--- config.mk ---
export PLATFORM = sky130hd
export DESIGN_NAME = midi_rx_queue_flat
export DESIGN_NICKNAME = d
export VERILOG_FILES = /design/src/rtl/midi_rx_queue_if.sv /design/src/rtl/midi_rx_queue.sv /design/src/flat_wrapper.sv
export SDC_FILE = /design/constraint.sdc
export NUM_CORES = 1
export LEC_CHECK = 0
export ABC_AREA = 1
export CORE_ASPECT_RATIO = 0.5
export CORE_UTILIZATION = 25
export DETAILED_ROUTE_END_ITERATION = 16
export GPL_TIMING_DRIVEN = 0
export SLEW_MARGIN = 40
export SYNTH_ARGS = -nofsm -noshare
export SYNTH_HDL_FRONTEND = slang
export SYNTH_SLANG_ARGS = --single-unit
--- constraint.sdc ---
create_clock -name clk -period 3.35 [get_ports clk]
set_clock_uncertainty 0.2 [all_clocks]
set_input_delay 0.67 -clock clk [delete_from_list [all_inputs] [get_ports clk]]
set_output_delay 0.67 -clock clk [all_outputs]
set_load 0.03 [all_outputs]
--- src/rtl/midi_rx_queue_if.sv ---
// Message stream handshake between the MIDI receive queue and its consumer.
// The master drives the head message and valid; the slave returns ready.
interface midi_rx_queue_if;
    logic [23:0] msg_data;
    logic        msg_valid;
    logic        msg_ready;

    modport master (
        output msg_data,
        output msg_valid,
        input  msg_ready
    );

    modport slave (
        input  msg_data,
        input  msg_valid,
        output msg_ready
    );
endinterface

--- src/rtl/midi_rx_queue.sv ---
// MIDI input stage: UART receiver, running-status parser with channel filter and
// Note-Off normalisation, and a first-word-fall-through message queue.
module midi_rx_queue #(
    parameter int unsigned CLK_HZ        = 50_000_000,
    parameter int unsigned BAUD          = 31250,
    parameter int unsigned DEPTH         = 8,
    parameter logic [15:0] CHAN_MASK     = 16'hFFFF,
    parameter bit          NOTE_OFF_NORM = 1'b1
) (
    input  logic                     clk,
    input  logic                     reset_n,
    input  logic                     midi_in,
    midi_rx_queue_if.master          msg,
    output logic [$clog2(DEPTH):0]   count,
    output logic                     overflow,
    input  logic                     clr_overflow,
    output logic                     rx_err
);

    localparam int unsigned DIV   = CLK_HZ / BAUD;
    localparam int unsigned CNT_W = $clog2(DIV);
    localparam int unsigned PTR_W = $clog2(DEPTH);

    localparam logic [CNT_W-1:0] HALF_LAST = CNT_W'(DIV / 2 - 1);
    localparam logic [CNT_W-1:0] BIT_LAST  = CNT_W'(DIV - 1);
    localparam logic [PTR_W:0]   FULL_CNT  = (PTR_W + 1)'(DEPTH);

    // ------------------------------------------------------------------
    // Input synchroniser and edge history
    // ------------------------------------------------------------------
    logic sync1_q, sync2_q, prev_q;

    always_ff @(posedge clk or negedge reset_n) begin
        if (!reset_n) begin
            sync1_q <= 1'b1;
            sync2_q <= 1'b1;
            prev_q  <= 1'b1;
        end else begin
            sync1_q <= midi_in;
            sync2_q <= sync1_q;
            prev_q  <= sync2_q;
        end
    end

    // ------------------------------------------------------------------
    // Receiver FSM
    // ------------------------------------------------------------------
    typedef enum logic [1:0] {StIdle, StStart, StData, StStop} rx_state_e;

    rx_state_e        state_q, state_d;
    logic [CNT_W-1:0] cnt_q, cnt_d;
    logic [2:0]       bit_q, bit_d;
    logic [7:0]       shift_q, shift_d;
    logic             stop_tick, byte_valid, frame_err;

    always_ff @(posedge clk or negedge reset_n) begin
        if (!reset_n) begin
            state_q <= StIdle;
            cnt_q   <= '0;
            bit_q   <= '0;
            shift_q <= '0;
        end else begin
            state_q <= state_d;
            cnt_q   <= cnt_d;
            bit_q   <= bit_d;
            shift_q <= shift_d;
        end
    end

    always_comb begin
        state_d = state_q;
        cnt_d   = cnt_q + 1'b1;
        bit_d   = bit_q;
        shift_d = shift_q;
        unique case (state_q)
            StIdle: begin
                cnt_d = '0;
                // Only a genuine high-to-low edge starts a frame, so a line held
                // low after a framing error must first return high.
                if (prev_q && !sync2_q) begin
                    state_d = StStart;
                end
            end
            StStart: begin
                if (cnt_q == HALF_LAST) begin
                    cnt_d   = '0;
                    bit_d   = '0;
                    state_d = sync2_q ? StIdle : StData;
                end
            end
            StData: begin
                if (cnt_q == BIT_LAST) begin
                    cnt_d   = '0;
                    shift_d = {sync2_q, shift_q[7:1]};
                    bit_d   = bit_q + 3'd1;
                    if (bit_q == 3'd7) begin
                        state_d = StStop;
                    end
                end
            end
            StStop: begin
                if (cnt_q == BIT_LAST) begin
                    cnt_d   = '0;
                    state_d = StIdle;
                end
            end
            default: begin
                cnt_d   = '0;
                state_d = StIdle;
            end
        endcase
    end

    always_comb begin
        stop_tick  = (state_q == StStop) && (cnt_q == BIT_LAST);
        byte_valid = stop_tick && sync2_q;
        frame_err  = stop_tick && !sync2_q;
    end

    // ------------------------------------------------------------------
    // Parser: running status, filter, normalisation
    // ------------------------------------------------------------------
    logic [7:0]  status_q, status_d;   // bit 7 set means running status is valid
    logic [7:0]  d1_q, d1_d;
    logic        have_d1_q, have_d1_d;
    logic        emit_valid_q, emit_valid_d;
    logic [23:0] emit_data_q, emit_data_d;
    logic        rx_err_q;
    logic        one_byte;
    logic [23:0] chan_msg;

    always_ff @(posedge clk or negedge reset_n) begin
        if (!reset_n) begin
            status_q     <= '0;
            d1_q         <= '0;
            have_d1_q    <= 1'b0;
            emit_valid_q <= 1'b0;
            emit_data_q  <= '0;
            rx_err_q     <= 1'b0;
        end else begin
            status_q     <= status_d;
            d1_q         <= d1_d;
            have_d1_q    <= have_d1_d;
            emit_valid_q <= emit_valid_d;
            emit_data_q  <= emit_data_d;
            rx_err_q     <= frame_err;
        end
    end

    always_comb begin
        status_d     = status_q;
        d1_d         = d1_q;
        have_d1_d    = have_d1_q;
        emit_valid_d = 1'b0;
        emit_data_d  = emit_data_q;
        one_byte     = (status_q[7:5] == 3'b110);   // Cn program change, Dn pressure
        chan_msg     = have_d1_q ? {status_q, d1_q, shift_q} : {status_q, shift_q, 8'h00};

        if (NOTE_OFF_NORM && chan_msg[23:20] == 4'h9 && chan_msg[7:0] == 8'h00) begin
            chan_msg[23:20] = 4'h8;
        end

        if (frame_err) begin
            status_d  = '0;
            have_d1_d = 1'b0;
        end else if (byte_valid) begin
            if (shift_q[7:3] == 5'b11111) begin
                // Real-time bytes slip through without disturbing a partial message.
                emit_valid_d = 1'b1;
                emit_data_d  = {shift_q, 16'h0000};
            end else if (shift_q[7:4] == 4'hF) begin
                status_d  = '0;
                have_d1_d = 1'b0;
            end else if (shift_q[7]) begin
                status_d  = shift_q;
                have_d1_d = 1'b0;
            end else if (status_q[7]) begin
                if (!have_d1_q && !one_byte) begin
                    d1_d      = shift_q;
                    have_d1_d = 1'b1;
                end else begin
                    have_d1_d    = 1'b0;
                    emit_valid_d = CHAN_MASK[status_q[3:0]];
                    emit_data_d  = chan_msg;
                end
            end
        end
    end

    assign rx_err = rx_err_q;

    // ------------------------------------------------------------------
    // Message queue
    // ------------------------------------------------------------------
    logic [23:0]      mem_q [DEPTH];
    logic [PTR_W-1:0] wr_ptr_q, rd_ptr_q;
    logic [PTR_W:0]   count_q, count_d;
    logic             overflow_q, overflow_d;
    logic             push, pop, full, wr_en, drop;

    always_comb begin
        push  = emit_valid_q;
        pop   = msg.msg_valid && msg.msg_ready;
        full  = (count_q == FULL_CNT);
        // A pop on a full queue frees the slot the push is about to use.
        wr_en = push && (!full || pop);
        drop  = push && full && !pop;

        count_d = count_q;
        if (wr_en && !pop) begin
            count_d = count_q + 1'b1;
        end else if (!wr_en && pop) begin
            count_d = count_q - 1'b1;
        end

        overflow_d = overflow_q;
        if (drop) begin
            overflow_d = 1'b1;
        end else if (clr_overflow) begin
            overflow_d = 1'b0;
        end
    end

    always_ff @(posedge clk or negedge reset_n) begin
        if (!reset_n) begin
            wr_ptr_q   <= '0;
            rd_ptr_q   <= '0;
            count_q    <= '0;
            overflow_q <= 1'b0;
        end else begin
            if (wr_en) begin
                wr_ptr_q <= wr_ptr_q + 1'b1;
            end
            if (pop) begin
                rd_ptr_q <= rd_ptr_q + 1'b1;
            end
            count_q    <= count_d;
            overflow_q <= overflow_d;
        end
    end

    // Storage needs no reset: the head is masked to zero whenever the queue is empty.
    always_ff @(posedge clk) begin
        if (wr_en) begin
            mem_q[wr_ptr_q] <= emit_data_q;
        end
    end

    assign msg.msg_valid = (count_q != '0);
    assign msg.msg_data  = msg.msg_valid ? mem_q[rd_ptr_q] : 24'h0;
    assign count         = count_q;
    assign overflow      = overflow_q;

endmodule

--- src/flat_wrapper.sv ---
// flat-port wrapper written by rule: the top's interface ports become plain ports
module midi_rx_queue_flat 
#(
    parameter int unsigned CLK_HZ        = 50_000_000,
    parameter int unsigned BAUD          = 31250,
    parameter int unsigned DEPTH         = 8,
    parameter logic [15:0] CHAN_MASK     = 16'hFFFF,
    parameter bit          NOTE_OFF_NORM = 1'b1
)
  (clk, reset_n, midi_in, count, overflow, clr_overflow, rx_err, msg_msg_data, msg_msg_valid, msg_msg_ready);
  midi_rx_queue_if msg_i ();
  input  logic clk;
  input  logic reset_n;
  input  logic midi_in;
  output logic [$clog2(DEPTH):0] count;
  output logic overflow;
  input  logic clr_overflow;
  output logic rx_err;
  output wire logic [$bits(msg_i.msg_data)-1:0] msg_msg_data;
  output wire logic [$bits(msg_i.msg_valid)-1:0] msg_msg_valid;
  input wire logic [$bits(msg_i.msg_ready)-1:0] msg_msg_ready;
  assign msg_msg_data = msg_i.msg_data;
  assign msg_msg_valid = msg_i.msg_valid;
  assign msg_i.msg_ready = msg_msg_ready;
  midi_rx_queue #(.CLK_HZ(CLK_HZ), .BAUD(BAUD), .DEPTH(DEPTH), .CHAN_MASK(CHAN_MASK), .NOTE_OFF_NORM(NOTE_OFF_NORM)) u_core (.clk(clk), .reset_n(reset_n), .midi_in(midi_in), .msg(msg_i), .count(count), .overflow(overflow), .clr_overflow(clr_overflow), .rx_err(rx_err));
endmodule
==> datasheet_impl.txt <==
Physical implementation characteristics

Parameter                              Value

Power and ir drop
  Power share of the sequential group .................. 35.0%
  Power density over the cells .................. 781.6 mW/mm^2
  Leakage power figure .................. 0.005296 uW
  Peak supply drop .................. 0.3627 mV

Floorplanning
  Init Core Util .................. 25.66%
  Row count .................. 54
  Number of tap instances .................. 588
  Die Width .................. 302.7 um

Logic synthesis
  Yosys-reported design area after synthesis .................. 0.01130 sq mm
  Fraction of registers with async set/reset .................. 29.41%

Setup path
  Source of the worst register-to-register timing path .................. u_core.count[1]
  Critical Path Source Type .................. flip-flop
  Kind of capture point of the worst setup path .................. output pin

Final layout
  Most frequent cells in the layout .................. 204 x sky130_fd_sc_hd__nor2_1, 192 x sky130_fd_sc_hd__edfxtp_1, 173 x sky130_fd_sc_hd__o21ai_0, 117 x sky130_fd_sc_hd__nand2_1, 76 x sky130_fd_sc_hd__dfrtp_1
  Count of multi-input gates .................. 641
  Non-clock buffer count .................. 98
  Area Overhead vs Synth .................. 20.88%

Route
  Number of remaining DRC errors .................. 0
  Wire length per cell after detailed routing .................. 15.69 um

Outcome
  Result of the run .................. completed

Timing
  Crit path time final .................. 3.306 ns
  Worst hold slack across all endpoints .................. 0.1547 ns
layer usage:
| metal | share of wire (%) | track usage (%) | vias up |
|---|---|---|---|
| met4 | 2.1 | 3.015 | 0 |
| met5 | 0 | 0 | - |
| li1 | - | - | 3693 |
| met2 | 48 | 19.81 | 189 |
| met3 | 5.2 | 1.697 | 38 |
| met1 | 44 | 15.52 | 3637 |
state kept, by name (all words and copies together) (netlist names), 3 cells and up, named ones only:
| register | count |
|---|---|
| u_core.bit_q | 3 |
| u_core.cnt_q | 11 |
| u_core.count | 4 |
| u_core.d1_q | 7 |
| u_core.emit_data_q | 24 |
| u_core.mem_q | 192 |
| u_core.rd_ptr_q | 3 |
| u_core.shift_q | 8 |
| u_core.status_q | 8 |
| u_core.wr_ptr_q | 3 |
worst max-delay path, stage by stage (launching register included):
cell and delay (ns):
sky130_fd_sc_hd__dfrtp_1 0.44, sky130_fd_sc_hd__inv_1 0.11, sky130_fd_sc_hd__nand4_1 0.28, sky130_fd_sc_hd__buf_2 0.31, sky130_fd_sc_hd__o21ai_0 0.15, sky130_fd_sc_hd__a31oi_1 0.34
sky130_fd_sc_hd__buf_4 0.23
stage by stage:
stage	cell area (sq um)	setup slack (ns)	util, %
floorplan	11300	0.2857	-
global placement	12390	-1.836	28.12
detailed placement	12690	-0.2263	28.81
CTS	13690	0.003173	31.08
global route	13660	-0.02150	31.01
finish	13660	0.04422	31.01
power groups by stage:
stage                     logic (uW)  registers (uW)  clock network (uW)
final                           3770            3730                3170
after floorplan                 2320            3820                   0
after global routing            4110            3740                3360
after CTS                       3850            3730                3220
after detailed placement        3890            3790                   0
after global placement          3870            3790                   0
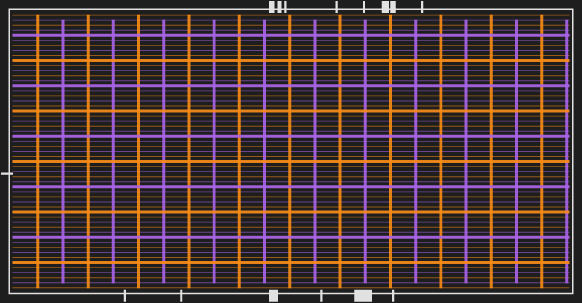
**Above:** supply network.
Pins as bars on the die edge.
VDD: marked purple. VSS: marked orange.
10 straps on met5. 55 met1 rails follow the rows.

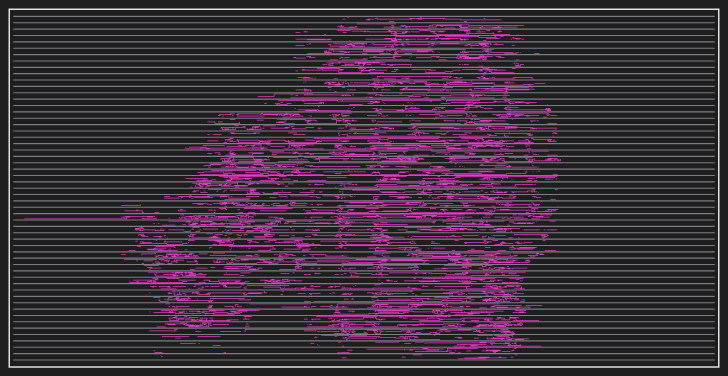
**Above:** metal 1.
Supply wires on this layer in grey.
The wires run mostly horizontal. The layer carries 12000 um of wire.

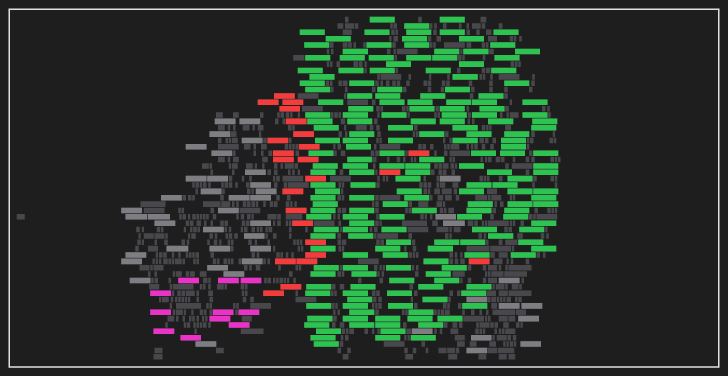
**Above:** where the registers sit.
`u_core.mem_q`: marked green, placed flops 192. `u_core.cnt_q`: marked magenta, placed flops 11. `u_core.emit_data_q`: marked red, placed flops 24.
Another 45 sequential cells are not coloured.
share of the core filled with cells: 31.01%
sequential cell area share: 56.89%
FF+latch area: 0.007772 sq mm
power of the sequential group: 3730 uW

Power and IR drop assume default switching activity.
